Design share_xor_accum, sky130hd; sources not shown.
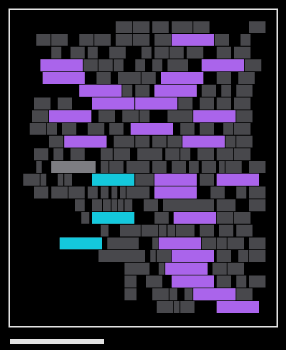
Fig. 1. Sequential cells grouped by signal name (run 1).
The bar under the picture is 20 um long. Other sequential cells in the stronger gray, the rest of the logic in the fainter gray.
legend:
  purple:
    signal: out_shares
    sequential_cells: 24
  cyan:
    signal: cnt_q
    sequential_cells: 3
not colored: 1
sequential portion of the cell area: 32.4%
Seq power: 0.00102 W
final core utilization: 66.0%

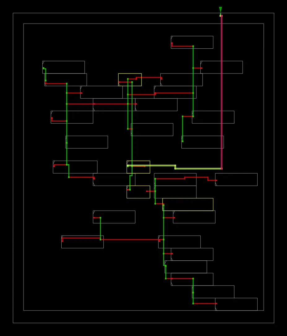
Fig. 2. Clock wiring as the flow saved it (run 1).
number of sinks on the clock net: 28
Final Skew: 7.50 ps
final-layout clock buffer total: 3
number of buffers created by CTS: 3

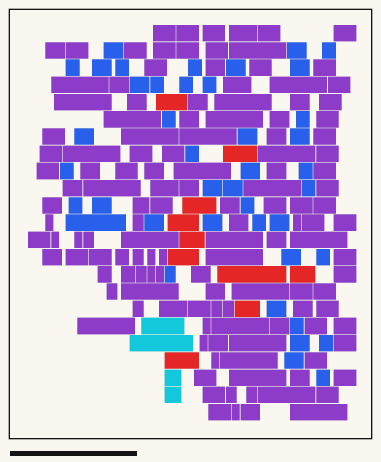
Fig. 3. Sizing map (run 1).
The bar under the picture is 20 um long.
legend:
  red:
    size: _6 and larger
    cells: 10
    share: 5.3%
  cyan:
    size: _3 and _4 cells
    cells: 4
    share: 2.1%
  blue:
    size: _2 cells
    cells: 42
    share: 22%
  purple:
    size: _0 and _1 cells
    cells: 133
    share: 70%
number of ordinary and repair buffers in the finished layout: 63
min setup slack post-route: 34.5 ps

==> flow_metrics.env, run 1 <==
# source this file to load flow results
export IMPL_status="complete, no violations"
export IMPL_period_minus_slack_ps=1620
export IMPL_core_area_sq_um=3280
export IMPL_timing_critical_path_to_type="output port"
export IMPL_hold_path_class="primary input to register"
export IMPL_final_cell_mix="sky130_fd_sc_hd__clkdlybuf4s50_1 (49), sky130_fd_sc_hd__dfrtp_1 (27), sky130_fd_sc_hd__xor2_1 (24)"
export IMPL_drtPass1Iterations=4
export IMPL_cellPowerDensity_nw_per_um2=1230
export IMPL_post_place_ws_ps=-240
export IMPL_synth_sequential_area_ratio_pct=47.3
export IMPL_async_flop_share_pct=100
export IMPL_peakVddDrop_v=0.000889
export IMPL_netlist_top_cells_area="sky130_fd_sc_hd__dfrtp_1 (47%), sky130_fd_sc_hd__xor2_1 (14%), sky130_fd_sc_hd__o21ai_2 (12%)"
export IMPL_num_vias=1104
export IMPL_global_route_wire_length_before_repair_um=5200
export IMPL_layout_area_overhead_vs_synth_pct=46.0
export IMPL_postSynthAreaPerCell_sq_um=11.5
export IMPL_die_width_um=57.0
export IMPL_top_cell_area_share_pct=47.3
export IMPL_netlist_cell_type_count=21
export IMPL_chipArea_sq_um=3850
export IMPL_holdBufCountCts=0
export IMPL_flip_flop_count_of_the_largest_register_all_copies_and_words_added=24
export IMPL_crit_path_max_incr_delay_ps=630
export IMPL_leakagePower_nw=0.881
export IMPL_yosys_most_used_dff="sky130_fd_sc_hd__dfrtp_1"
export IMPL_share_of_layout_cells_above_drive_strength_1_pct=29.6
export IMPL_grtUsageMet1_pct=19.5
export IMPL_maxCapViolations=0
export IMPL_hpwlAfterDp_um=2510
export IMPL_critPathMaxFanout=2
export IMPL_worstHoldPathCells=3
export IMPL_total_power_w=0.00267
export IMPL_layout_nets=221
export IMPL_setup_viol=0
export IMPL_max_clock_freq_ghz=0.619
export IMPL_yosys_area_top_type="sky130_fd_sc_hd__dfrtp_1"
export IMPL_place_port_buffers=53
export IMPL_ioPinCount=55
export IMPL_globalRoute_totalOverflow=0
export IMPL_complex_gate_fraction_of_the_synthesized_area_pct=14.5
export IMPL_routed_wirelength_um=3230
export IMPL_synth_logic_top_family="simple AND/OR/NAND/NOR gates"
export IMPL_ys_chip_area_sq_um=1480
export IMPL_worst_ep_arrival_time_ps=1290
export IMPL_synthesis_instances=129
export IMPL_numPlacedInstances=219
export IMPL_relSlewSlack_pct=53.2
export IMPL_vias_in_the_first_global_route=1107
export IMPL_xor_xnor_portion_of_the_synthesized_cell_area_pct=14.2
export IMPL_final_hold_violation_count=0
export IMPL_detailroute_wirelength_met3_um=189
export IMPL_path_class="register to output port"
export IMPL_wire_per_inst_um=14.3
export IMPL_initial_utilization_pct=45.2
export IMPL_ys_warn_count=0
export IMPL_std_cell_rows=23
export IMPL_final_common_cell="sky130_fd_sc_hd__clkdlybuf4s50_1"
export IMPL_antenna_cells=0
export IMPL_globalRouteTotalUtil_pct=17.7
export IMPL_placed_cell_area_sq_um=2060
export IMPL_grt_antenna_before_repair=0
export IMPL_cts_resized=3
export IMPL_met2_length_um=1800
run 1: cells by family after synthesis:
group	count (synthesis)
adders and majority gates	2
DFF	28
xor gates and xnor gates	24
buffers and inverters	11
and+or+nand+nor	36
AOI/OAI and AO/OA	28
run 1: cell type report:
type / instances / area, sq um
fill: 274 / 1120
multi-input combinational: 90 / 694
clock buffer: 3 / 41.3
buffer: 7 / 72.6
timing repair buffer: 56 / 563
tap: 37 / 46.3
sequential: 28 / 702
inverter: 4 / 15.0
clock inverter: 1 / 30.0
run 1: where the power goes:
group	internal (W)	switching (W)	total (W)
combinational	0.000569	0.000554	0.00112
clock	0.000324	0.000201	0.000525
sequential	0.000880	0.000143	0.00102
total	0.00177	0.000898	0.00267
## Run 2: what changed since run 1
PLACE_DENSITY = 0.8   (was 0.89)
TNS_END_PERCENT = 1   (was unset)
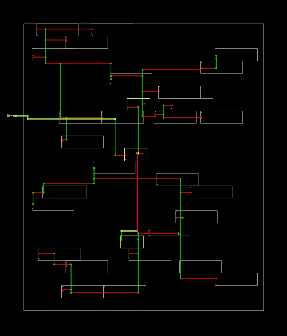
Fig. 4. Clock wiring as the flow saved it (run 2).
Flops: 28
Insertion Delay late pin: 270 ps
Final Skew: 1.32 ps

==> run 2 against run 1 <==
Compared with the run above: sequential share of layout area up 0.15 points; worst hold slack worse by 10 ps; synthesized area stayed put; critical path type unchanged; largest power group unchanged; highest routed layer unchanged.
==> flow_metrics.env, run 2 <==
# source this file to load flow results
export IMPL_status="complete, no violations"
export IMPL_layout_cell_area_non_filler_sq_um=2150
export IMPL_layout_area_overhead_vs_synth_pct=45.3
export IMPL_cellPowerDensity_nw_per_um2=1160
export IMPL_timing_critical_path_to_type="output port"
export IMPL_hold_path_class="primary input to async pin"
export IMPL_routed_wirelength_um=3190
export IMPL_route_antenna_remaining_nets=0
export IMPL_final_common_cell="sky130_fd_sc_hd__clkdlybuf4s50_1"
export IMPL_htree_num_levels=1
export IMPL_top_layer="met4"
export IMPL_antenna_cells=0
export IMPL_ioPinCount=55
export IMPL_detailroute_wirelength_met3_um=220
export IMPL_vias_in_the_first_global_route=1197
export IMPL_post_place_ws_ps=-220
export IMPL_critPathMaxFanout=2
export IMPL_path_class="register to output port"
export IMPL_global_route_wire_length_before_repair_um=5400
export IMPL_wl_met1_um=1320
export IMPL_drc_errors=0
export IMPL_clk_root_buffer_cell="sky130_fd_sc_hd__clkbuf_8"
export IMPL_worst_slack_ps=51.3
export IMPL_flip_flop_count_of_the_largest_register_all_copies_and_words_added=24
export IMPL_yosys_area_top_type="sky130_fd_sc_hd__dfrtp_1"
export IMPL_max_clock_freq_ghz=0.626
export IMPL_ys_chip_area_sq_um=1480
export IMPL_postSynthAreaPerCell_sq_um=11.5
export IMPL_numCtsBuffers=3
export IMPL_complex_gate_fraction_of_the_synthesized_area_pct=14.5
export IMPL_globalRoute_totalOverflow=0
export IMPL_maxCapViolations=0
export IMPL_xor_xnor_portion_of_the_synthesized_cell_area_pct=14.2
export IMPL_worst_ep_arrival_time_ps=1270
export IMPL_ys_warn_count=0
export IMPL_mappedNetlistArea_sq_um=1480
export IMPL_share_of_layout_cells_above_drive_strength_1_pct=29.6
export IMPL_std_cell_rows=23
export IMPL_die_height_um=67.6
export IMPL_sequential_cell_area_sq_um=702
export IMPL_crit_path_max_incr_delay_ps=620
export IMPL_globalRouteTotalUtil_pct=17.6
export IMPL_layout_nets=222
export IMPL_netlist_cell_type_count=21
export IMPL_nFillCells=276
export IMPL_tool_warning_count=27
export IMPL_logic_area_sq_um=694
export IMPL_placed_cell_area_sq_um=2090
export IMPL_period_minus_slack_ps=1600
export IMPL_relSlewSlack_pct=53.4
export IMPL_core_area_sq_um=3280
export IMPL_final_hold_violation_count=0
export IMPL_place_port_buffers=53
export IMPL_setup_viol=0
export IMPL_chipArea_sq_um=3850
export IMPL_leakagePower_nw=0.877
export IMPL_yosys_most_used_dff="sky130_fd_sc_hd__dfrtp_1"
export IMPL_met2_length_um=1630
export IMPL_wire_per_inst_um=14.1
export IMPL_die_width_um=57.0
export IMPL_synthesis_instances=129
export IMPL_report_final_slew_viol_count=0
export IMPL_total_power_w=0.00250
export IMPL_finalCoreUtilization_pct=65.7
export IMPL_cts_sink_count=28
export IMPL_synth_logic_top_family="simple AND/OR/NAND/NOR gates"
export IMPL_final_cell_mix="sky130_fd_sc_hd__clkdlybuf4s50_1 (49), sky130_fd_sc_hd__dfrtp_1 (27), sky130_fd_sc_hd__xor2_1 (24)"
export IMPL_initial_utilization_pct=45.2
export IMPL_num_vias=1123
export IMPL_cts_buffer_depth=2
export IMPL_peakVddDrop_v=0.000702
export IMPL_start_kind="register"
export IMPL_largest_net_degree_at_the_start_of_global_routing=20
export IMPL_numPlacedInstances=220
export IMPL_hpwlAfterDp_um=2430
export IMPL_cpMaxStageDelayCell="sky130_fd_sc_hd__clkdlybuf4s50_1"
export IMPL_drtPass1Iterations=2
export IMPL_top_cell_area_share_pct=47.3
export IMPL_netlist_top_cells_area="sky130_fd_sc_hd__dfrtp_1 (47%), sky130_fd_sc_hd__xor2_1 (14%), sky130_fd_sc_hd__o21ai_2 (12%)"
export IMPL_grt_antenna_before_repair=0
export IMPL_async_flop_share_pct=100
export IMPL_grtUsageMet1_pct=21.4
export IMPL_synth_sequential_area_ratio_pct=47.3
[run 2: cell count changes in the layout (fill, tap and decap cells not counted), sizes merged]
| cell | change |
|---|---|
| buf | +1 |
| bufinv | -1 |
[run 2: cell type report]
cell class,count,share of cell area [%]
flip-flops and latches,28,32.6
multi-input cells,90,32.2
repair buffers,57,27.1
plain buffers,7,3.37
well taps,37,2.15
clock buffers,3,1.92
inverters,4,0.697
[run 2: timing repair]
| action | 4_1_cts | 5_1_grt |
|---|---|---|
| setup endpoints to repair | 2 | 21 |
| resized | 3 | 2 |
| hold buffers | 0 | 0 |
| setup buffers | 0 | 3 |
| cloned | 0 | 0 |
[run 2: power by group]
group | leakage, nW | switching [W] | internal (W)
clock | 0.0216 | 0.000202 | 0.000164
combinational | 0.502 | 0.000547 | 0.000574
sequential | 0.353 | 0.000135 | 0.000880
Power figures rest on the tool's default switching activity, not on a simulated workload.
